### Cell classes on the final placement

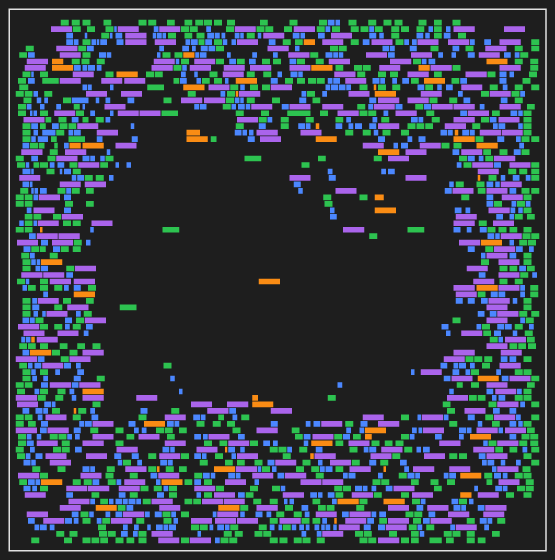
### Local utilization

Scale bar: 50 µm. The die is cut into 22 by 23 equal tiles; dark blue is low, red is high, 0 to 100% covered.
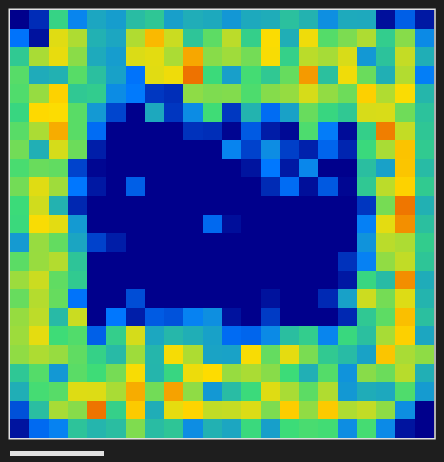
File: src/rtl/id_ex_stage_pkg.sv
// ---------------------------------------------------------------------------
// id_ex_stage_pkg
// Shared definitions for the ID/EX pipeline register and its hazard unit:
// datapath widths, opcode constants, control-word layout, ALUOp encodings
// and the operand-use decode helper.
// ---------------------------------------------------------------------------
package id_ex_stage_pkg;

  localparam int XLEN       = 64;
  localparam int REG_ADDR_W = 5;
  localparam int CTRL_W     = 9;

  // Control-word bit positions: {Branch,MemRead,MemtoReg,MemWrite,ALUSrc,
  // RegWrite,Shift,ALUOp[1:0]}
  localparam int CTRL_BRANCH   = 8;
  localparam int CTRL_MEMREAD  = 7;
  localparam int CTRL_MEMTOREG = 6;
  localparam int CTRL_MEMWRITE = 5;
  localparam int CTRL_ALUSRC   = 4;
  localparam int CTRL_REGWRITE = 3;
  localparam int CTRL_SHIFT    = 2;
  localparam int CTRL_ALUOP_HI = 1;
  localparam int CTRL_ALUOP_LO = 0;

  localparam logic [6:0] OP_IMM = 7'b0010011;
  localparam logic [6:0] OP_R   = 7'b0110011;
  localparam logic [6:0] OP_LD  = 7'b0000011;
  localparam logic [6:0] OP_SD  = 7'b0100011;
  localparam logic [6:0] OP_BR  = 7'b1100011;

  typedef enum logic [1:0] {
    ALUOP_ADD   = 2'b00,
    ALUOP_BEQ   = 2'b01,
    ALUOP_RTYPE = 2'b10,
    ALUOP_BLT   = 2'b11
  } aluop_e;

  typedef struct packed {
    logic uses_rs1;
    logic uses_rs2;
  } operand_use_t;

  // Which source registers an opcode actually reads; anything unlisted
  // (lui, jal, system, garbage) reads neither and so can never stall.
  function automatic operand_use_t decode_operand_use(input logic [6:0] opcode);
    operand_use_t use_v;
    case (opcode)
      OP_IMM:  use_v = '{uses_rs1: 1'b1, uses_rs2: 1'b0};
      OP_LD:   use_v = '{uses_rs1: 1'b1, uses_rs2: 1'b0};
      OP_R:    use_v = '{uses_rs1: 1'b1, uses_rs2: 1'b1};
      OP_SD:   use_v = '{uses_rs1: 1'b1, uses_rs2: 1'b1};
      OP_BR:   use_v = '{uses_rs1: 1'b1, uses_rs2: 1'b1};
      default: use_v = '{uses_rs1: 1'b0, uses_rs2: 1'b0};
    endcase
    return use_v;
  endfunction

endpackage

File: src/rtl/id_ex_stage_hazard_detect.sv
// ---------------------------------------------------------------------------
// hazard_detect
// Combinational load-use detector. Flags when the instruction in EX is a
// valid load writing a non-zero rd that the ID instruction reads.
// Ports:
//   i_ex_valid, i_ex_memread, i_ex_regwrite, i_ex_rd : EX-stage state
//   i_id_valid, i_id_opcode, i_id_rs1, i_id_rs2      : ID-stage instruction
//   o_haz                                            : load-use hazard
// ---------------------------------------------------------------------------
module hazard_detect
  import id_ex_stage_pkg::*;
#(
  parameter int REG_ADDR_W_P = REG_ADDR_W
) (
  input  logic                    i_ex_valid,
  input  logic                    i_ex_memread,
  input  logic                    i_ex_regwrite,
  input  logic [REG_ADDR_W_P-1:0] i_ex_rd,
  input  logic                    i_id_valid,
  input  logic [6:0]              i_id_opcode,
  input  logic [REG_ADDR_W_P-1:0] i_id_rs1,
  input  logic [REG_ADDR_W_P-1:0] i_id_rs2,
  output logic                    o_haz
);

  operand_use_t w_use;
  logic         w_ex_is_load;
  logic         w_match;

  // Operand-use decode and register-index match against the EX load
  always_comb begin
    w_use        = decode_operand_use(i_id_opcode);
    w_ex_is_load = i_ex_valid & i_ex_memread & i_ex_regwrite &
                   (i_ex_rd != {REG_ADDR_W_P{1'b0}});
    w_match      = (w_use.uses_rs1 & (i_id_rs1 == i_ex_rd)) |
                   (w_use.uses_rs2 & (i_id_rs2 == i_ex_rd));
    if (w_ex_is_load & i_id_valid) begin
      o_haz = w_match;
    end else begin
      o_haz = 1'b0;
    end
  end

endmodule

File: src/rtl/id_ex_stage.sv
// ---------------------------------------------------------------------------
// id_ex_stage
// ID/EX pipeline register with load-use stall and flush bubble insertion.
// Ports:
//   clk, rst_n          : clock, async active-low reset
//   id_*                : decode-stage instruction fields and control word
//   flush               : kill the ID instruction (branch taken downstream)
//   stall               : combinational; hold PC and IF/ID this cycle
//   ex_*                : registered copies presented to EX
// ---------------------------------------------------------------------------
module id_ex_stage
  import id_ex_stage_pkg::*;
#(
  parameter int XLEN_P       = XLEN,
  parameter int REG_ADDR_W_P = REG_ADDR_W
) (
  input  logic                    clk,
  input  logic                    rst_n,
  input  logic                    id_valid,
  input  logic [6:0]              id_opcode,
  input  logic [2:0]              id_funct3,
  input  logic                    id_funct7b5,
  input  logic [CTRL_W-1:0]       id_ctrl,
  input  logic [XLEN_P-1:0]       id_pc,
  input  logic [XLEN_P-1:0]       id_rs1_data,
  input  logic [XLEN_P-1:0]       id_rs2_data,
  input  logic [XLEN_P-1:0]       id_imm,
  input  logic [REG_ADDR_W_P-1:0] id_rs1,
  input  logic [REG_ADDR_W_P-1:0] id_rs2,
  input  logic [REG_ADDR_W_P-1:0] id_rd,
  input  logic                    flush,
  output logic                    stall,
  output logic                    ex_valid,
  output logic [CTRL_W-1:0]       ex_ctrl,
  output logic [XLEN_P-1:0]       ex_pc,
  output logic [XLEN_P-1:0]       ex_rs1_data,
  output logic [XLEN_P-1:0]       ex_rs2_data,
  output logic [XLEN_P-1:0]       ex_imm,
  output logic [REG_ADDR_W_P-1:0] ex_rs1,
  output logic [REG_ADDR_W_P-1:0] ex_rs2,
  output logic [REG_ADDR_W_P-1:0] ex_rd,
  output logic [2:0]              ex_funct3,
  output logic                    ex_funct7b5
);

  logic                    r_valid;
  logic [CTRL_W-1:0]       r_ctrl;
  logic [XLEN_P-1:0]       r_pc;
  logic [XLEN_P-1:0]       r_rs1_data;
  logic [XLEN_P-1:0]       r_rs2_data;
  logic [XLEN_P-1:0]       r_imm;
  logic [REG_ADDR_W_P-1:0] r_rs1;
  logic [REG_ADDR_W_P-1:0] r_rs2;
  logic [REG_ADDR_W_P-1:0] r_rd;
  logic [2:0]              r_funct3;
  logic                    r_funct7b5;
  logic                    w_haz;

  hazard_detect #(
    .REG_ADDR_W_P (REG_ADDR_W_P)
  ) u_hazard_detect (
    .i_ex_valid    (r_valid),
    .i_ex_memread  (r_ctrl[CTRL_MEMREAD]),
    .i_ex_regwrite (r_ctrl[CTRL_REGWRITE]),
    .i_ex_rd       (r_rd),
    .i_id_valid    (id_valid),
    .i_id_opcode   (id_opcode),
    .i_id_rs1      (id_rs1),
    .i_id_rs2      (id_rs2),
    .o_haz         (w_haz)
  );

  // A flush discards the ID instruction upstream, so holding it is pointless
  always_comb begin
    if (flush) begin
      stall = 1'b0;
    end else begin
      stall = w_haz;
    end
  end

  // Pipeline register: reset, bubble on flush/hazard, else capture ID
  always_ff @(posedge clk or negedge rst_n) begin
    if (!rst_n) begin
      r_valid    <= 1'b0;
      r_ctrl     <= {CTRL_W{1'b0}};
      r_pc       <= {XLEN_P{1'b0}};
      r_rs1_data <= {XLEN_P{1'b0}};
      r_rs2_data <= {XLEN_P{1'b0}};
      r_imm      <= {XLEN_P{1'b0}};
      r_rs1      <= {REG_ADDR_W_P{1'b0}};
      r_rs2      <= {REG_ADDR_W_P{1'b0}};
      r_rd       <= {REG_ADDR_W_P{1'b0}};
      r_funct3   <= 3'b000;
      r_funct7b5 <= 1'b0;
    end else if (flush | w_haz) begin
      r_valid    <= 1'b0;
      r_ctrl     <= {CTRL_W{1'b0}};
      r_pc       <= {XLEN_P{1'b0}};
      r_rs1_data <= {XLEN_P{1'b0}};
      r_rs2_data <= {XLEN_P{1'b0}};
      r_imm      <= {XLEN_P{1'b0}};
      r_rs1      <= {REG_ADDR_W_P{1'b0}};
      r_rs2      <= {REG_ADDR_W_P{1'b0}};
      r_rd       <= {REG_ADDR_W_P{1'b0}};
      r_funct3   <= 3'b000;
      r_funct7b5 <= 1'b0;
    end else begin
      r_valid    <= id_valid;
      // Gate on id_valid so garbage/X control from an empty slot never lands
      r_ctrl     <= id_valid ? id_ctrl : {CTRL_W{1'b0}};
      r_pc       <= id_pc;
      r_rs1_data <= id_rs1_data;
      r_rs2_data <= id_rs2_data;
      r_imm      <= id_imm;
      r_rs1      <= id_rs1;
      r_rs2      <= id_rs2;
      r_rd       <= id_rd;
      r_funct3   <= id_funct3;
      r_funct7b5 <= id_funct7b5;
    end
  end

  assign ex_valid    = r_valid;
  assign ex_ctrl     = r_ctrl;
  assign ex_pc       = r_pc;
  assign ex_rs1_data = r_rs1_data;
  assign ex_rs2_data = r_rs2_data;
  assign ex_imm      = r_imm;
  assign ex_rs1      = r_rs1;
  assign ex_rs2      = r_rs2;
  assign ex_rd       = r_rd;
  assign ex_funct3   = r_funct3;
  assign ex_funct7b5 = r_funct7b5;

endmodule

File: config.mk
export PLATFORM = sky130hd
export DESIGN_NAME = id_ex_stage
export DESIGN_NICKNAME = d
export VERILOG_FILES = /design/src/rtl/id_ex_stage_pkg.sv /design/src/rtl/id_ex_stage_hazard_detect.sv /design/src/rtl/id_ex_stage.sv
export SDC_FILE = /design/constraint.sdc
export NUM_CORES = 1
export LEC_CHECK = 0
export ABC_CLOCK_PERIOD_IN_PS = 3500
export CAP_MARGIN = 40
export CORE_AREA = 2 2 223 225
export CTS_CLUSTER_DIAMETER = 80
export DETAILED_ROUTE_END_ITERATION = 8
export DIE_AREA = 0 0 225 227
export MAX_ROUTING_LAYER = met4
export SLEW_MARGIN = 20
export SYNTH_ARGS = -nofsm -noshare
export SYNTH_HDL_FRONTEND = slang
export SYNTH_SLANG_ARGS = --single-unit
File: constraint.sdc
create_clock -name clk -period 3.5 [get_ports clk]
set_clock_uncertainty 0.1 [all_clocks]
set_input_delay 0.875 -clock clk [delete_from_list [all_inputs] [get_ports clk]]
set_output_delay 0.875 -clock clk [all_outputs]
set_load 0.02 [all_outputs]
==> summary.rpt <==
=== SYNTHESIS / PLACE & ROUTE SUMMARY ===
----------------------------------------------------
[Outcome]
  Result of the run ........................ finished clean

[Timing]
  # setup viols final ........................ 0
  RSZ-0062 raised after global routing ........................ no
  Worst rel slew slack ........................ 0.237
  Hold violation total from the final report ........................ 0

[Clock network]
  Htree depth ........................ 2
  Root buffer selected by CTS ........................ sky130_fd_sc_hd__clkbuf_16
  CTS Buf Count ........................ 36
  Late-Pin Clk Latency ........................ 530 ps

[Die]
  Die Area ........................ 0.0511 mm²
  Die boundary width ........................ 225 µm

[Route]
  Routed vias ........................ 9157
  First DRT Iteration DRCs ........................ 478

[Yosys]
  Complex-gate fraction of the synthesized area ........................ 0.196
  Number of enable flip-flop cells ........................ 0
  Yosys cell count ........................ 974
  Main flop type after synthesis ........................ sky130_fd_sc_hd__dfrtp_1
  AND/OR/NAND/NOR Cells, Area Fraction ........................ 0.152

[Global route]
  Overall overflow remaining after global route ........................ 0
  Number of antenna violations at the first check in global routing ........................ 3

[Cells and area]
  Most frequent logic cell in the layout ........................ sky130_fd_sc_hd__clkdlybuf4s50_1
  Top library cells by usage in the layout, fill and taps aside ........................ sky130_fd_sc_hd__clkdlybuf4s50_1, sky130_fd_sc_hd__dfrtp_1, sky130_fd_sc_hd__nand2b_1

[Worst hold path]
  Path type of the worst min-delay path ........................ input pin to asynchronous set/reset pin

[Worst setup path]
  Worst setup path class ........................ input pin to output pin
  Crit path required time ........................ 2520 ps
  CP startpoint kind ........................ input pin

[Place]
  Placer's final routability congestion estimate ........................ 0.859

----------------------------------------------------
Notes on 'Cell classes on the final placement' above:
- other buffers and delay cells: green (cells 603)
- flip-flops: purple (cells 285)
- clock drivers and dummy loads: orange (cells 59)
- all other logic: blue (cells 593)

Notes on 'Local utilization' above:
- emptiest ninth of the die: centre
- tiles over 75% full: 4.9%
- nearly empty tiles: 22%
- mean over tiles: 36%
- fullest tile: 87%

-- kinds of logic after synthesis --
logic type | count (synthesis)
compound gates | 288
buf+inv | 96
simple gates | 295
flops | 285
xor+xnor | 10
-- worst paths after layout --
kind	startpoint	to	slack [ps]	depth (start not counted)
worst max register to register	ex_rd[0]	ex_imm[13]	550	6
worst max-delay path	id_rs2[1]	stall	80	6
max in group asynchronous	rst_n	ex_pc[21]	2240	2
worst min register to register	ex_ctrl[7]	ex_pc[51]	940	5
worst min-delay path	rst_n	ex_rs2_data[24]	230	1
min in group clk	flush	ex_rs1[1]	640	3
-- timing repair --
action                                  in CTS  in global routing
pin swaps                                    1                  2
endpoints found under the setup margin       1                  1
hold buffers                                 0                  0
resized                                      3                  1
-- state kept, by name, indices dropped and copies added, names as in the netlist, 5 cells and up --
| register | flops |
|---|---|
| ex_pc | 64 |
| ex_rs2_data | 64 |
| ex_ctrl | 9 |
| ex_imm | 64 |
| ex_rd | 5 |
| ex_rs2 | 5 |
| ex_rs1_data | 64 |
| ex_rs1 | 5 |
-- final cells by class --
type                       count  area [µm²]  area share
antenna                        3        7.51    0.000387
clock buffer                  51        1020      0.0525
clock inverter                 8        63.8     0.00329
multi-input combinational    593        4290       0.221
sequential                   285        7130       0.368
tap                          622         778      0.0401
timing repair buffer         603        6100       0.315
-- routing by layer --
metal / track usage / vias to the layer above / part of all wire
met5: - / - / 0
met4: 0.0515 / 0 / 0.026
met3: 0.0512 / 60 / 0.080
met2: 0.260 / 362 / 0.50
met1: 0.178 / 4474 / 0.39
li1: - / 4261 / -
-- power by group --
group          internal (W)  switching (W)
combinational      0.000747       0.000675
sequential          0.00346      0.0000549
clock               0.00202        0.00143
No activity file was given, so power comes from the tool's default toggle rates.
